--- config.mk ---
export PLATFORM = sky130hd
export DESIGN_NAME = retirement_rat_flat
export DESIGN_NICKNAME = d
export VERILOG_FILES = /design/src/rtl/retirement_rat_if.sv /design/src/rtl/retirement_rat.sv /design/src/flat_wrapper.sv
export SDC_FILE = /design/constraint.sdc
export NUM_CORES = 1
export LEC_CHECK = 0
export CAP_MARGIN = 20
export CORE_MARGIN = 2
export CORE_UTILIZATION = 45
export DETAILED_ROUTE_END_ITERATION = 16
export GPL_ROUTABILITY_DRIVEN = 0
export GPL_TIMING_DRIVEN = 1
export SLEW_MARGIN = 20
export SYNTH_ARGS = -nofsm -noshare
export SYNTH_HDL_FRONTEND = slang
export SYNTH_SLANG_ARGS = --single-unit
export TNS_END_PERCENT = 50
--- constraint.sdc ---
create_clock -name clk -period 3.1 [get_ports clk]
set_input_delay 0.62 -clock clk [delete_from_list [all_inputs] [get_ports clk]]
set_output_delay 0.62 -clock clk [all_outputs]
set_load 0.005 [all_outputs]
--- src/rtl/retirement_rat_if.sv ---
// Retirement RAT port bundle.
// Groups the commit stream, the flush request, the free-list enqueue port and
// the restore stream toward the speculative RAT.
//   master : core side (drives commit/flush, consumes free/restore/busy)
//   slave  : retirement_rat
interface retirement_rat_if #(
  parameter int unsigned ARCH_REGS  = 32,
  parameter int unsigned PREG_WIDTH = 6
);
  localparam int unsigned AW = $clog2(ARCH_REGS);

  logic                  commit_valid_in;
  logic                  commit_regf_we_in;
  logic [AW-1:0]         commit_rd_in;
  logic [PREG_WIDTH-1:0] commit_pd_in;
  logic                  flush_in;

  logic                  free_enqueue_out;
  logic [PREG_WIDTH-1:0] free_wdata_out;
  logic                  restore_valid_out;
  logic [AW-1:0]         restore_arch_out;
  logic [PREG_WIDTH-1:0] restore_pd_out;
  logic                  busy_out;

  modport master (
    output commit_valid_in, commit_regf_we_in, commit_rd_in, commit_pd_in, flush_in,
    input  free_enqueue_out, free_wdata_out, restore_valid_out, restore_arch_out,
           restore_pd_out, busy_out
  );

  modport slave (
    input  commit_valid_in, commit_regf_we_in, commit_rd_in, commit_pd_in, flush_in,
    output free_enqueue_out, free_wdata_out, restore_valid_out, restore_arch_out,
           restore_pd_out, busy_out
  );
endinterface

--- src/rtl/retirement_rat.sv ---
// Retirement register alias table.
// Holds the committed arch->phys mapping. Each register-writing commit updates
// the mapping and returns the superseded preg to the free list one cycle later.
// A flush walks x1..x31 out to the speculative RAT, one entry per cycle.
// Ports:
//   clk    : clock, rising edge
//   rst_n  : asynchronous active-low reset
//   rat    : retirement_rat_if.slave (commit, flush, free enqueue, restore, busy)
module retirement_rat #(
  parameter int unsigned ARCH_REGS  = 32,
  parameter int unsigned PHYS_REGS  = 64,
  parameter int unsigned PREG_WIDTH = $clog2(PHYS_REGS)
) (
  input logic             clk,
  input logic             rst_n,
  retirement_rat_if.slave rat
);
  localparam int unsigned   AW      = $clog2(ARCH_REGS);
  localparam logic [AW-1:0] LastIdx = AW'(ARCH_REGS - 1);
  localparam logic [AW-1:0] FirstIdx = AW'(1);

  typedef enum logic [0:0] {StIdle, StWalk} state_e;

  state_e                state_q;
  logic [AW-1:0]         idx_q;
  logic [PREG_WIDTH-1:0] table_q [ARCH_REGS];
  logic                  free_enqueue_q;
  logic [PREG_WIDTH-1:0] free_wdata_q;

  logic commit_fire;
  logic walking;

  // x0 is hardwired in the RAT, so commits to it never touch the table.
  assign commit_fire = rat.commit_valid_in & rat.commit_regf_we_in &
                       (rat.commit_rd_in != '0);

  always_ff @(posedge clk or negedge rst_n) begin
    if (!rst_n) begin
      for (int i = 0; i < ARCH_REGS; i++) begin
        table_q[i] <= PREG_WIDTH'(i);
      end
      state_q        <= StIdle;
      idx_q          <= FirstIdx;
      free_enqueue_q <= 1'b0;
      free_wdata_q   <= '0;
    end else begin
      free_enqueue_q <= commit_fire;
      if (commit_fire) begin
        // Nonblocking read-before-write: the old mapping is what gets freed.
        free_wdata_q                <= table_q[rat.commit_rd_in];
        table_q[rat.commit_rd_in] <= rat.commit_pd_in;
      end

      // Flush has priority, so a flush on the last walk cycle still restarts.
      if (rat.flush_in) begin
        state_q <= StWalk;
        idx_q   <= FirstIdx;
      end else if (state_q == StWalk) begin
        if (idx_q == LastIdx) begin
          state_q <= StIdle;
          idx_q   <= FirstIdx;
        end else begin
          idx_q <= idx_q + 1'b1;
        end
      end
    end
  end

  assign walking = (state_q == StWalk);

  assign rat.free_enqueue_out  = free_enqueue_q;
  assign rat.free_wdata_out    = free_wdata_q;
  assign rat.busy_out          = walking;
  assign rat.restore_valid_out = walking;
  assign rat.restore_arch_out  = walking ? idx_q : '0;
  // Live table read: commits landing mid-walk are visible to later indices.
  assign rat.restore_pd_out    = walking ? table_q[idx_q] : '0;
endmodule

--- src/flat_wrapper.sv ---
// flat-port wrapper written by rule: the top's interface ports become plain ports
module retirement_rat_flat 
#(
  parameter int unsigned ARCH_REGS  = 32,
  parameter int unsigned PHYS_REGS  = 64,
  parameter int unsigned PREG_WIDTH = $clog2(PHYS_REGS)
)
  (clk, rst_n, rat_commit_valid_in, rat_commit_regf_we_in, rat_commit_rd_in, rat_commit_pd_in, rat_flush_in, rat_free_enqueue_out, rat_free_wdata_out, rat_restore_valid_out, rat_restore_arch_out, rat_restore_pd_out, rat_busy_out);
  retirement_rat_if #(.ARCH_REGS(ARCH_REGS), .PREG_WIDTH(PREG_WIDTH)) rat_i ();
  input logic clk;
  input logic rst_n;
  input wire logic [$bits(rat_i.commit_valid_in)-1:0] rat_commit_valid_in;
  input wire logic [$bits(rat_i.commit_regf_we_in)-1:0] rat_commit_regf_we_in;
  input wire logic [$bits(rat_i.commit_rd_in)-1:0] rat_commit_rd_in;
  input wire logic [$bits(rat_i.commit_pd_in)-1:0] rat_commit_pd_in;
  input wire logic [$bits(rat_i.flush_in)-1:0] rat_flush_in;
  output wire logic [$bits(rat_i.free_enqueue_out)-1:0] rat_free_enqueue_out;
  output wire logic [$bits(rat_i.free_wdata_out)-1:0] rat_free_wdata_out;
  output wire logic [$bits(rat_i.restore_valid_out)-1:0] rat_restore_valid_out;
  output wire logic [$bits(rat_i.restore_arch_out)-1:0] rat_restore_arch_out;
  output wire logic [$bits(rat_i.restore_pd_out)-1:0] rat_restore_pd_out;
  output wire logic [$bits(rat_i.busy_out)-1:0] rat_busy_out;
  assign rat_i.commit_valid_in = rat_commit_valid_in;
  assign rat_i.commit_regf_we_in = rat_commit_regf_we_in;
  assign rat_i.commit_rd_in = rat_commit_rd_in;
  assign rat_i.commit_pd_in = rat_commit_pd_in;
  assign rat_i.flush_in = rat_flush_in;
  assign rat_free_enqueue_out = rat_i.free_enqueue_out;
  assign rat_free_wdata_out = rat_i.free_wdata_out;
  assign rat_restore_valid_out = rat_i.restore_valid_out;
  assign rat_restore_arch_out = rat_i.restore_arch_out;
  assign rat_restore_pd_out = rat_i.restore_pd_out;
  assign rat_busy_out = rat_i.busy_out;
  retirement_rat #(.ARCH_REGS(ARCH_REGS), .PHYS_REGS(PHYS_REGS), .PREG_WIDTH(PREG_WIDTH)) u_core (.clk(clk), .rst_n(rst_n), .rat(rat_i));
endmodule
### Met1 routing, run 1

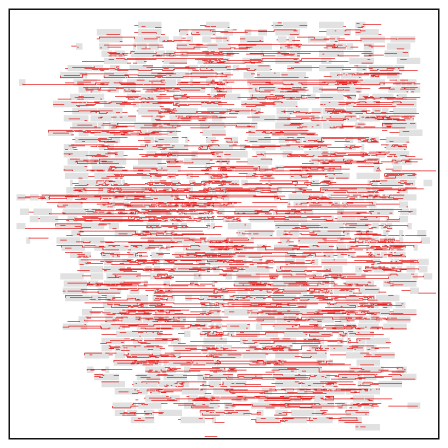
The layer carries 13500 um of wire. The layer holds 41% of the routed length. The wires run mostly horizontal.

### Signal wires on met2, run 1

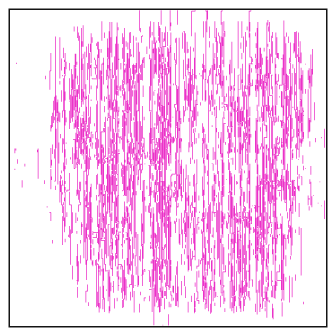
874 nets have wire on it. The wires run mostly vertical.
routed vias: 7855
final wirelength: 32960 um
met2 GRT Util: 41.30%

==> results.yml, run 1 <==
# yosys + openroad results
grt:
  gr-max-usage-layer: "met2"
  first_global_vias: 8302
  grt-ovfl-total: 0
  grtUsageMet1_pct: 34.20
timing:
  fin_skew_ps: 6.463
  relSlewSlack_pct: 41.61
  final-setup-viol-count: 6
  period_needed_ps: 3422
  fin_ws_ps: -322.2
  slew_viol_final: 0
  fin_setup_tns_ps: -1702
  tightest_slew_ps: 872.6
flow_run:
  drv_cap: 0
synth:
  top_area_cell: "dfrtp_1"
  area_leaders: "dfrtp_1 (28%), dfstp_2 (19%), mux2_2 (19%)"
  flop_cell: "dfrtp_1"
  mux_share_pct: 38.20
  avgSynthCellArea_um2: 13.60
  edf_count: 0
  ys_ff: 205
  synth-area-yosys_mm2: 0.01125
final_layout:
  stdcell_count: 1264
  post-route-util_pct: 55.32
  antenna_cells: 0
  largest_reg_flops: 192
placement:
  place.port_buffers: 35
  placed_area_mm2: 0.01231
outcome:
  violations: "negative setup slack"
  outcome: "complete, but fails checks"
clock_tree:
  postCtsHoldBufs: 0
  cts_root_buf: "clkbuf_16"
  post_cts_buffers: 25
  clk_pin_slew_worst_paths_ps: 60
setup_path:
  r2r-end: "u_core.idx_q[0]"
  max_stage_delay_ps: 680
  r2r_slack_ps: 850
floorplan:
  die_area_mm2: 0.02627
pwr:
  peakVddDrop_v: 0.0003111
### M3 wires, run 1

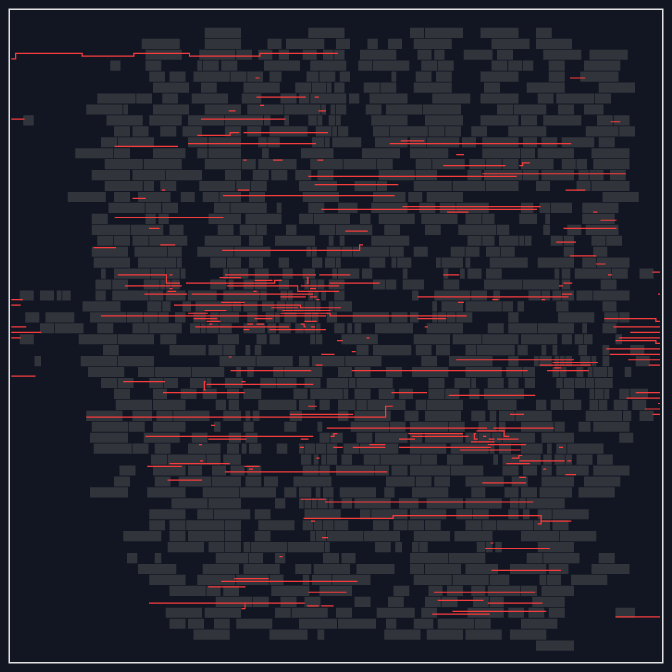
144 nets have wire on it. The longest straight run is 74.3 um.
met3 Use GR: 5.184%

-- run 1: cells in the mapped netlist (all sizes together) (2+ instances only) --
library cell and count:
a2111oi 3, a21oi 6, a221oi 22, a22o 5
a22oi 16, and2 6, and3 2, buf 32
clkbuf 39, dfrtp 124, dfstp 81, ha 2
inv 3, mux2 186, mux2i 89, mux4 57
nand2 16, nand2b 3, nand3 9, nand3b 3
nand4b 2, nor2 54, nor3 4, nor3b 2
nor4 3, o2111ai 2, o21ai 18, o22a 5
o22ai 11, o32ai 3, or2 2, or3 2
or3b 3
-- run 1: worst min path at each step --
stage / end / slack [ps] / cells past startpoint
finish: u_core.table_q[186] / 140 / 1
global route: u_core.table_q[160] / 190 / 1
global placement: u_core.table_q[187] / 380 / 0
detailed placement: u_core.table_q[188] / 390 / 0
CTS: u_core.table_q[174] / 190 / 1
floorplan: u_core.idx_q[1] / 320 / 0
-- run 1: metal layers --
layer  vias to the layer above  wire length, um
li1                       3368                -
met1                      4068            13530
met2                       333            15720
met3                        86             2292
met4                         0             1413
met5                         -                0
-- run 1: cell type report --
type / count / area [um2]
clock buffers: 35 / 681.9
well taps: 324 / 405.4
clock inverters: 5 / 25.02
multi-input cells: 546 / 5756
fillers: 1985 / 10930
inverters: 4 / 15.01
flip-flops and latches: 205 / 5235
repair buffers: 145 / 1414
-- run 1: worst reg2reg max path: stages (launching register included) --
cell	delay, ps
dfstp_4	680
buf_6	120
buf_12	110
buf_16	140
buf_4	130
buf_4	130
ha_1	180
and3_1	160
ha_1	200
nand2b_1	140
nand2_1	60
o211ai_1	130
-- run 1: report_power, final --
group          internal [mW]  switching (mW)  leakage [nW]  total (mW)
clock                   1.51            1.07         0.352        2.58
sequential              3.13           0.302          2.48        3.43
combinational          0.851           0.694          3.01        1.55
==> run 2, diff against run 1 <==
Clock period 3.1 ns to 4.05 ns, I/O delays scaled along.
==> run 2 against run 1 <==
The flow now finishes without violations. Global-route usage shrank 0.33 points. Cell count shrank 4.6%. Register-to-register slack improved by 1200 ps. Final area decreased by 5.3%. Non-clock buffer count decreased by 62. Setup slack improved by 390 ps. Utilization down 2.9 points. Die size unchanged. Sequential cell count did not move. Total power down 22%. Largest cell class unchanged. Highest routed layer unchanged.
==> results.yml, run 2 <==
# yosys + openroad results
outcome:
  outcome: "finished, final reports clean"
route:
  m1WireLength_um: 14150
  dr_wl_met3_um: 2240
  num_vias: 7711
  routed_wl_um: 32870
timing:
  fin_skew_ps: 10.09
  final-setup-viol-count: 0
  relSlewSlack_pct: 26.56
  slew_viol_final: 0
  period_needed_ps: 3982
  fin_setup_tns_ps: 0
setup_path:
  max_stage_delay_ps: 650
  r2r-end: "u_core.rat.free_wdata_out[4]"
  r2r_slack_ps: 2090
grt:
  grt-ovfl-total: 0
  first_global_vias: 7974
  gr-max-usage-layer: "met2"
  grt_use_met2_pct: 40.89
  gr-usage-met3_pct: 3.754
  grtUsageMet1_pct: 36.02
flow_run:
  drv_cap: 0
clock_tree:
  clk_pin_slew_worst_paths_ps: 60
  postCtsHoldBufs: 0
synth:
  avgSynthCellArea_um2: 13.60
  synth-area-yosys_mm2: 0.01125
  edf_count: 0
  top_cells_by_count: "mux2_2 (186), dfrtp_1 (124), mux2i_1 (89)"
  flop_cell: "dfrtp_1"
floorplan:
  die_area_mm2: 0.02627
pwr:
  p_sw_mw: 1.569
  p_clk_share_pct: 37.4
  p_seq_share_pct: 44.4
  powerClk_mw: 2.19
  power.group.top: "sequential cells"
  peakVddDrop_v: 0.0002321
  p_comb_mw: 1.06
final_layout:
  antenna_cells: 0
  stdcell_count: 1206
  nFillCells: 2053
-- run 2: kinds of logic (layout without fill, tap and decap cells) --
kind of cell,count (synthesis),after routing,share of synthesized area (%)
AND/OR/NAND/NOR,115,115,4.940
multiplexers,332,332,38.20
adder cells (fa/ha/maj),2,2,0.2225
AND-OR/OR-AND,97,97,6.464
flip-flops,205,205,46.52
buffers and inverters,76,131,3.660
-- run 2: worst min-delay path by stage --
stage | endpoint | slack [ps] | cells after the start
4_1_cts | u_core.table_q[187] | 400 | 0
3_3_place_gp | u_core.table_q[189] | 390 | 0
5_1_grt | u_core.table_q[187] | 410 | 0
2_1_floorplan | u_core.table_q[188] | 440 | 1
3_5_place_dp | u_core.table_q[187] | 390 | 0
6_report | u_core.table_q[176] | 380 | 1
-- run 2: worst register-to-register path, delay by kind of cell, from the launching register on --
family / cells / cell delay [ps]
mux: 1 / 470
compound gates: 2 / 770
simple gates: 1 / 220
flops: 1 / 390
-- run 2: cell type report --
class                   instances  area (um2)  area share [%]
clock buffers                  40       762.0           5.947
clock inverters                 4       48.80          0.3808
inverters                       4       15.01          0.1172
multi-input cells             546        5628           43.92
flip-flops and latches        205        5235           40.86
well taps                     324       405.4           3.164
repair buffers                 83       719.4           5.615
-- run 2: through the flow --
step	instance area (um2)	worst slack [ps]	total power, mW	hold slack (ps)
after detailed placement	12010	588.3	3.683	389.4
after CTS	12820	39.93	5.897	403.2
after global placement	12010	565.2	3.648	385.3
final	12810	68.24	5.857	384.8
after floorplan	11250	1280	3.273	441.3
after global routing	12810	6.815	6.092	412.1
-- run 2: repair_timing --
action                     4_1_cts  5_1_grt
setup buffers                    0        0
setup endpoints to repair        0        2
resized                          0        4
### Met4 routing, run 2

Bar = 50 um.
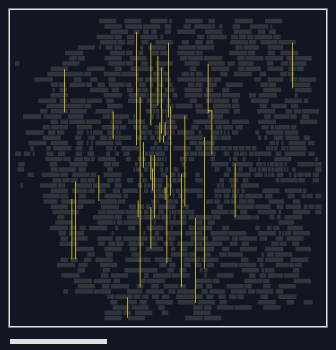
The wires run mostly vertical. The layer holds 2.9% of the routed length. The layer carries 951 um of wire. 24 nets have wire on it.

Power and IR drop assume default switching activity.
